**src/rtl/reset_sequencer.sv**
```systemverilog
// reset_sequencer: synchronises, debounces and polarity-normalises external
// reset sources, merges them with a software request, enforces a minimum
// hold time, then releases the stage resets in order (bit 0 first) with a
// fixed delay between stages. Any request re-asserts every stage at once.
// Optional macro RESET_SEQ_CAUSE_EN adds a sticky reset-cause register
// (reset_cause output, cause_clear input).
module reset_sequencer #(
    parameter int                     NUM_SOURCES     = 2,
    parameter logic [NUM_SOURCES-1:0] SRC_ACTIVE_LOW  = '0,
    parameter int                     DEBOUNCE_CYCLES = 16,
    parameter int                     HOLD_CYCLES     = 10,
    parameter int                     NUM_STAGES      = 3,
    parameter int                     STAGE_DELAY     = 8
) (
    input  logic                   clk_0,
    input  logic                   por_reset,
    input  logic [NUM_SOURCES-1:0] reset_src,
    input  logic                   sw_reset,
`ifdef RESET_SEQ_CAUSE_EN
    input  logic                   cause_clear,
    output logic [NUM_SOURCES:0]   reset_cause,
`endif
    output logic [NUM_STAGES-1:0]  reset_out,
    output logic                   all_released
);

    localparam int DEB_W  = $clog2(DEBOUNCE_CYCLES + 1);
    localparam int HOLD_W = $clog2(HOLD_CYCLES + 1);
    localparam int DLY_W  = $clog2(STAGE_DELAY + 1);
    localparam int IDX_W  = (NUM_STAGES > 1) ? $clog2(NUM_STAGES) : 1;

    localparam logic [DEB_W-1:0]  DEB_LAST  = DEB_W'(DEBOUNCE_CYCLES - 1);
    localparam logic [HOLD_W-1:0] HOLD_LAST = HOLD_W'(HOLD_CYCLES - 1);
    localparam logic [DLY_W-1:0]  DLY_LAST  = DLY_W'(STAGE_DELAY - 1);
    localparam logic [IDX_W-1:0]  IDX_LAST  = IDX_W'(NUM_STAGES - 1);

    typedef enum logic [1:0] {
        ST_HOLD    = 2'd0,
        ST_RELEASE = 2'd1,
        ST_RUN     = 2'd2
    } state_e;

    logic [NUM_SOURCES-1:0] sync1_q;
    logic [NUM_SOURCES-1:0] sync2_q;
    logic [NUM_SOURCES-1:0] norm;
    logic [NUM_SOURCES-1:0] deb;
    logic                   req;

    state_e                 state_q;
    logic [HOLD_W-1:0]      hold_cnt_q;
    logic [DLY_W-1:0]       dly_cnt_q;
    logic [IDX_W-1:0]       stage_idx_q;
    logic [NUM_STAGES-1:0]  reset_out_q;
    logic                   all_rel_q;
    logic [NUM_STAGES-1:0]  stage_bit;

    // Two-flop synchroniser for the asynchronous reset sources
    always_ff @(posedge clk_0) begin
        if (por_reset) begin
            sync1_q <= '0;
            sync2_q <= '0;
        end else begin
            sync1_q <= reset_src;
            sync2_q <= sync1_q;
        end
    end

    // After normalisation a 1 always means "source requests reset"
    assign norm = sync2_q ^ SRC_ACTIVE_LOW;

    generate
        for (genvar gi = 0; gi < NUM_SOURCES; gi++) begin : g_deb
            logic [DEB_W-1:0] cnt_q;
            logic             deb_q;

            // Debounced level only follows norm after DEBOUNCE_CYCLES unbroken cycles of disagreement
            always_ff @(posedge clk_0) begin
                if (por_reset) begin
                    cnt_q <= '0;
                    deb_q <= 1'b0;
                end else if (norm[gi] == deb_q) begin
                    cnt_q <= '0;
                end else if (cnt_q == DEB_LAST) begin
                    deb_q <= norm[gi];
                    cnt_q <= '0;
                end else begin
                    cnt_q <= cnt_q + 1'b1;
                end
            end

            assign deb[gi] = deb_q;
        end
    endgenerate

    assign req       = (|deb) | sw_reset;
    assign stage_bit = NUM_STAGES'(1) << stage_idx_q;

    // Sequencing FSM: a request from any state wins over every release step
    always_ff @(posedge clk_0) begin
        if (por_reset || req) begin
            state_q     <= ST_HOLD;
            hold_cnt_q  <= '0;
            dly_cnt_q   <= '0;
            stage_idx_q <= '0;
            reset_out_q <= '1;
            all_rel_q   <= 1'b0;
        end else begin
            case (state_q)
                ST_HOLD: begin
                    if (hold_cnt_q == HOLD_LAST) begin
                        state_q     <= ST_RELEASE;
                        hold_cnt_q  <= '0;
                        dly_cnt_q   <= '0;
                        stage_idx_q <= '0;
                    end else begin
                        hold_cnt_q <= hold_cnt_q + 1'b1;
                    end
                end
                ST_RELEASE: begin
                    if (dly_cnt_q == DLY_LAST) begin
                        dly_cnt_q   <= '0;
                        reset_out_q <= reset_out_q & ~stage_bit;
                        if (stage_idx_q == IDX_LAST) begin
                            state_q   <= ST_RUN;
                            all_rel_q <= 1'b1;
                        end else begin
                            stage_idx_q <= stage_idx_q + 1'b1;
                        end
                    end else begin
                        dly_cnt_q <= dly_cnt_q + 1'b1;
                    end
                end
                ST_RUN: begin
                    all_rel_q <= 1'b1;
                end
                default: begin
                    state_q     <= ST_HOLD;
                    reset_out_q <= '1;
                    all_rel_q   <= 1'b0;
                end
            endcase
        end
    end

    assign reset_out    = reset_out_q;
    assign all_released = all_rel_q;

`ifdef RESET_SEQ_CAUSE_EN
    logic [NUM_SOURCES:0] cause_q;

    // Sticky record of which requests interrupted a release or running system
    always_ff @(posedge clk_0) begin
        if (por_reset) begin
            cause_q <= '0;
        end else if (req && (state_q == ST_RELEASE || state_q == ST_RUN)) begin
            cause_q <= cause_q | {sw_reset, deb};
        end else if (cause_clear) begin
            cause_q <= '0;
        end
    end

    assign reset_cause = cause_q;
`endif

endmodule

```
**config.mk**
```make
export PLATFORM = sky130hd
export DESIGN_NAME = reset_sequencer
export DESIGN_NICKNAME = d
export VERILOG_FILES = /design/src/rtl/reset_sequencer.sv
export SDC_FILE = /design/constraint.sdc
export NUM_CORES = 1
export LEC_CHECK = 0
export CAP_MARGIN = 20
export CORE_ASPECT_RATIO = 1.2
export CORE_MARGIN = 3
export CORE_UTILIZATION = 52
export DETAILED_ROUTE_END_ITERATION = 6
export PLACE_DENSITY = 0.74
export SLEW_MARGIN = 20
export SYNTH_ARGS = -nofsm -noshare
export SYNTH_HDL_FRONTEND = slang
export SYNTH_SLANG_ARGS = --single-unit
```
**constraint.sdc**
```tcl
create_clock -name clk_0 -period 1.5 [get_ports clk_0]
set_input_delay 0.3 -clock clk_0 [delete_from_list [all_inputs] [get_ports clk_0]]
set_output_delay 0.3 -clock clk_0 [all_outputs]
set_load 0.01 [all_outputs]
```
==> GITHUB_STEP_SUMMARY, run 1 <==
### Yosys + OpenROAD results

| Metric | Value |
|---|---|
| Setup ws final | `-0.0211 ns` |
| Failing checks | `negative setup slack` |
| Switching Share | `0.203` |
| Critical Path Source Type | `register` |
| Total track usage | `0.195` |
| Sequential share of cell area | `0.334` |
| Final setup fails | `1` |
| Synthesized Nets | `173` |
| Total Power | `0.00156 W` |
| Mux area share | `0.0629` |
| Post-synthesis sequential area ratio | `0.435` |
| Clk slew on worst S/H paths | `0.10 ns` |
| Clk_skew | `0.0134 ns` |
| Status | `finished with violations` |
| Non-clock buffer count in the final layout | `35` |
| Clock share of power | `0.406` |
| Top cells by area | `dfxtp_1, ha_1, mux2i_1` |
| Synth Cell Area | `1470 um^2` |
| Setup repair after global routing missed its margin | `true` |
| Worst endpoint required time | `1.74 ns` |
| Boundary pin count | `9` |
| Gate Count Post-Synth | `155` |
| Most frequent cell after synthesis | `dfxtp_1` |
| Non-clock inverter count | `11` |
Fig. 1: run 1, ports around the boundary
Scale: 8 px per um. Pins as bars across the die edge, other pins in gray.
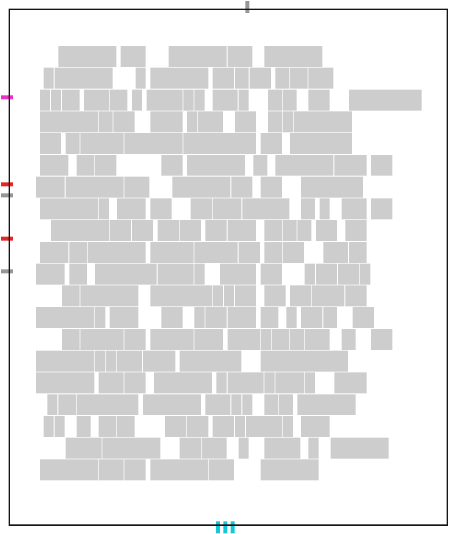
cyan -> reset_out  # pins 3, direction output, edge bottom
red -> reset_src  # pins 2, direction input, edge left
magenta -> clk_0  # pins 1, direction input, edge left
all pins by edge = 5 left, 3 bottom, 1 top
Die Width: 54.6 um
port bufs: 8
die height: 64.3 um

Fig. 2: run 1, placed standard cells
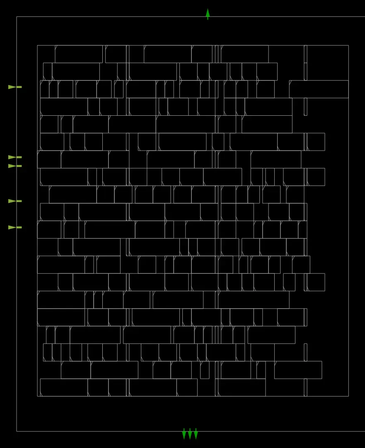
row count: 20
Layout fillers: 190
core region area: 2630 um^2
non-filler cells, final: 227

Fig. 3: run 1, port wiring
Scale: 4 px per um.
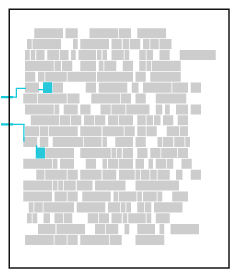
cyan -> reset_src  # bits 2, direction input, end cells 2, wire 16.3 um

==> inputs of run 2 (changes only) <==
--- a/config.mk
+++ b/config.mk
@@ -8,5 +8,5 @@
 export CAP_MARGIN = 20
 export CORE_ASPECT_RATIO = 1.2
-export CORE_MARGIN = 3
+export CORE_MARGIN = 2
 export CORE_UTILIZATION = 52
 export DETAILED_ROUTE_END_ITERATION = 6
==> constraint.sdc (replaced) <==
create_clock -name clk_0 -period 1.5 [get_ports clk_0]
set_input_delay 0.225 -clock clk_0 [delete_from_list [all_inputs] [get_ports clk_0]]
set_output_delay 0.225 -clock clk_0 [all_outputs]
set_load 0.01 [all_outputs]
Fig. 4: run 2, signal wires by layer
Scale: 8 px per um. Only two layers are drawn.
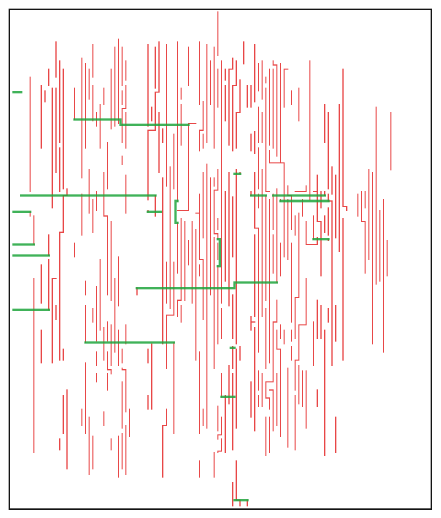
red -> met2  # wire length 1830 um
green -> met3  # wire length 104 um
total track usage: 0.202
total wire length: 3.19 mm
Avg WL per Cell: 14.3 um
Vias: 1221

Fig. 5: run 2, placed standard cells
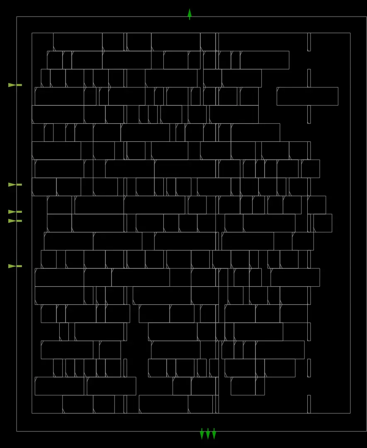
non-filler cells, final: 222
sequential share of cell area: 0.344

Fig. 6: run 2, cell sizes after repair
Scale: 8 px per um.
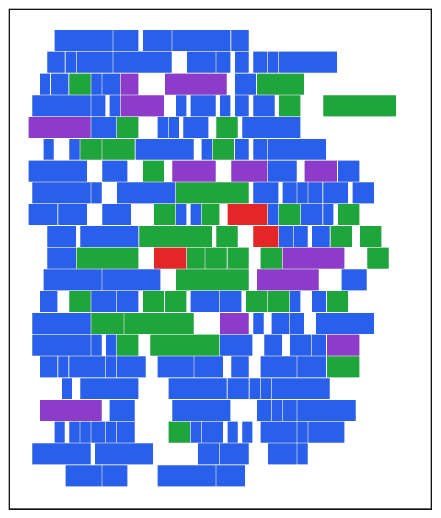
green -> drive 3 to 4  # cells 38
red -> drive 6 and up  # cells 3
blue -> drive 1 or less  # cells 135
purple -> drive 2  # cells 12

==> run 2 against run 1 <==
- the flow still finishes with violations (negative setup slack)
- sequential share of layout area rose by 0.94 points
- first-iteration DRC count rose by 62%
- worst hold slack got worse by 0.043 ns
- via count rose by 1.8%
- area after synthesis stayed put
- worst setup slack worse by 0.032 ns
- critical path depth unchanged
- largest cell class unchanged
- synthesized cell count did not move
- critical path type unchanged
- routed wire length up 9.2%
- sequential power is essentially flat
- global-route usage is 0.72 points higher
==> GITHUB_STEP_SUMMARY, run 2 <==
### Yosys + OpenROAD results

| Metric | Value |
|---|---|
| Clk slew on worst S/H paths | `0.09 ns (was 0.10 ns)` |
| Layout fillers | `209 (was 190)` |
| XOR/XNOR Fraction of Synth Area | `0.0476 (unchanged)` |
| Die height | `62.3 um (was 64.3 um)` |
| Post-synthesis sequential area ratio | `0.435 (unchanged)` |
| Total Power | `0.00142 W (was 0.00156 W)` |
| Clock share of power | `0.354 (was 0.406)` |
| Mux area share | `0.0629 (unchanged)` |
| Most frequent cell after synthesis | `dfxtp_1 (unchanged)` |
| Worst endpoint required time | `1.74 ns (about the same)` |
| Clk sinks | `32 (unchanged)` |
| Boundary pin count | `9 (unchanged)` |
| Switching Share | `0.216 (was 0.203)` |
| Setup ws final | `-0.0534 ns (was -0.0211 ns)` |
| Most frequent cells in the layout | `dfxtp_1, buf_4, nor2_1 (unchanged)` |
| Gate Count Post-Synth | `155 (unchanged)` |
| Pre-CTS setup slack | `-0.133 ns (was -0.208 ns)` |
| Port bufs | `8 (unchanged)` |
| Failing checks | `negative setup slack (unchanged)` |
| Core region area | `2730 um^2 (was 2630 um^2)` |
| Final setup fails | `1 (unchanged)` |
| Critical Path Source Type | `register (unchanged)` |
| P_seq | `0.000860 W (was 0.000863 W)` |
| Ys async rst share | `0 (unchanged)` |
| Status | `finished with violations (unchanged)` |
| NonClk Buf Share | `0.127 (was 0.144)` |
| Setup repair after global routing missed its margin | `true (unchanged)` |
| Non-clock inverter count | `11 (unchanged)` |
| Logic area | `856 um^2 (was 850 um^2)` |
| Met3 Wirelength | `104 um (was 86 um)` |
| Tightest Hold Check Type | `reg -> reg (unchanged)` |
| Top cells by area | `dfxtp_1, ha_1, mux2i_1 (unchanged)` |
| Non-clock buffer count in the final layout | `29 (was 35)` |
| Synth Cell Area | `1470 um^2 (unchanged)` |
| Row count | `21 (was 20)` |
==> inputs of run 3 (changes only) <==
Settings changed: CAP_MARGIN 20 to 10.
Fig. 7: run 3, port wiring
Scale: 4 px per um.
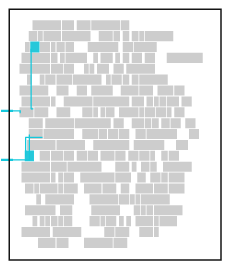
boundary pin count: 9

Fig. 8: run 3, ports around the boundary
Scale: 8 px per um. Pins as bars across the die edge, other pins in gray.
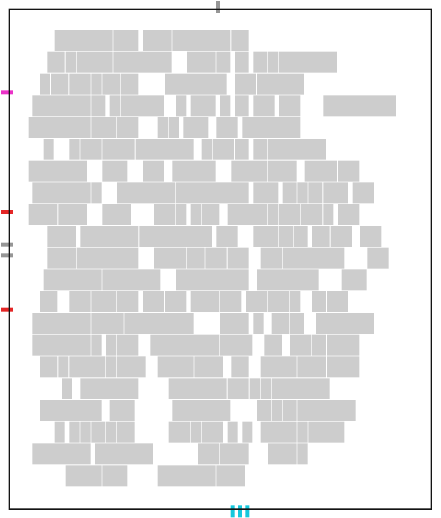
die height: 62.3 um
Die Width: 52.6 um

Fig. 9: run 3, placed standard cells
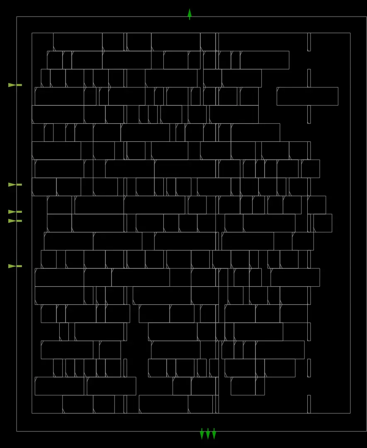
post-layout util: 0.697
Tap Count: 34
Layout fillers: 209
row count: 21

==> run 3 against run 2 <==
- the run still ends with negative setup slack left
- critical path type unchanged
- synthesized cell count is the same
- clock skew stayed put
- sequential power about the same
- area after synthesis unchanged
- via count unchanged
- utilization unchanged
- highest routed layer unchanged
- non-clock buffer count did not move
- first-iteration DRC count is the same
- register-to-register slack about the same
- global-route usage did not move
==> GITHUB_STEP_SUMMARY, run 3 <==
### Yosys + OpenROAD results

| Metric | Value |
|---|---|
| Status | `finished with violations (unchanged)` |
| Failing checks | `negative setup slack (unchanged)` |
| Clk slew on worst S/H paths | `0.09 ns (about the same)` |
| Avg WL per Cell | `14.3 um (unchanged)` |
| Total track usage | `0.202 (unchanged)` |
| Gate Count Post-Synth | `155 (unchanged)` |
| Non-filler cells, final | `222 (unchanged)` |
| Critical Path Source Type | `register (unchanged)` |
| XOR/XNOR Fraction of Synth Area | `0.0476 (unchanged)` |
| Setup ws final | `-0.0534 ns (unchanged)` |
| Pre-CTS setup slack | `-0.133 ns (unchanged)` |
| Port bufs | `8 (unchanged)` |
| NonClk Buf Share | `0.127 (unchanged)` |
| Sequential share of cell area | `0.344 (unchanged)` |
| Post-synthesis sequential area ratio | `0.435 (unchanged)` |
| Final setup fails | `1 (unchanged)` |
| Clk_skew | `0.0109 ns (unchanged)` |
| Non-clock inverter count | `11 (unchanged)` |
| Mux area share | `0.0629 (unchanged)` |
| Ys async rst share | `0 (unchanged)` |
| Synth Cell Area | `1470 um^2 (unchanged)` |
| Total wire length | `3.19 mm (unchanged)` |
| Switching Share | `0.216 (unchanged)` |
| P_seq | `0.000860 W (about the same)` |
| Non-clock buffer count in the final layout | `29 (unchanged)` |
| Worst endpoint required time | `1.74 ns (about the same)` |
| Top cells by area | `dfxtp_1, ha_1, mux2i_1 (unchanged)` |
Power is estimated from default activity; no workload was simulated.
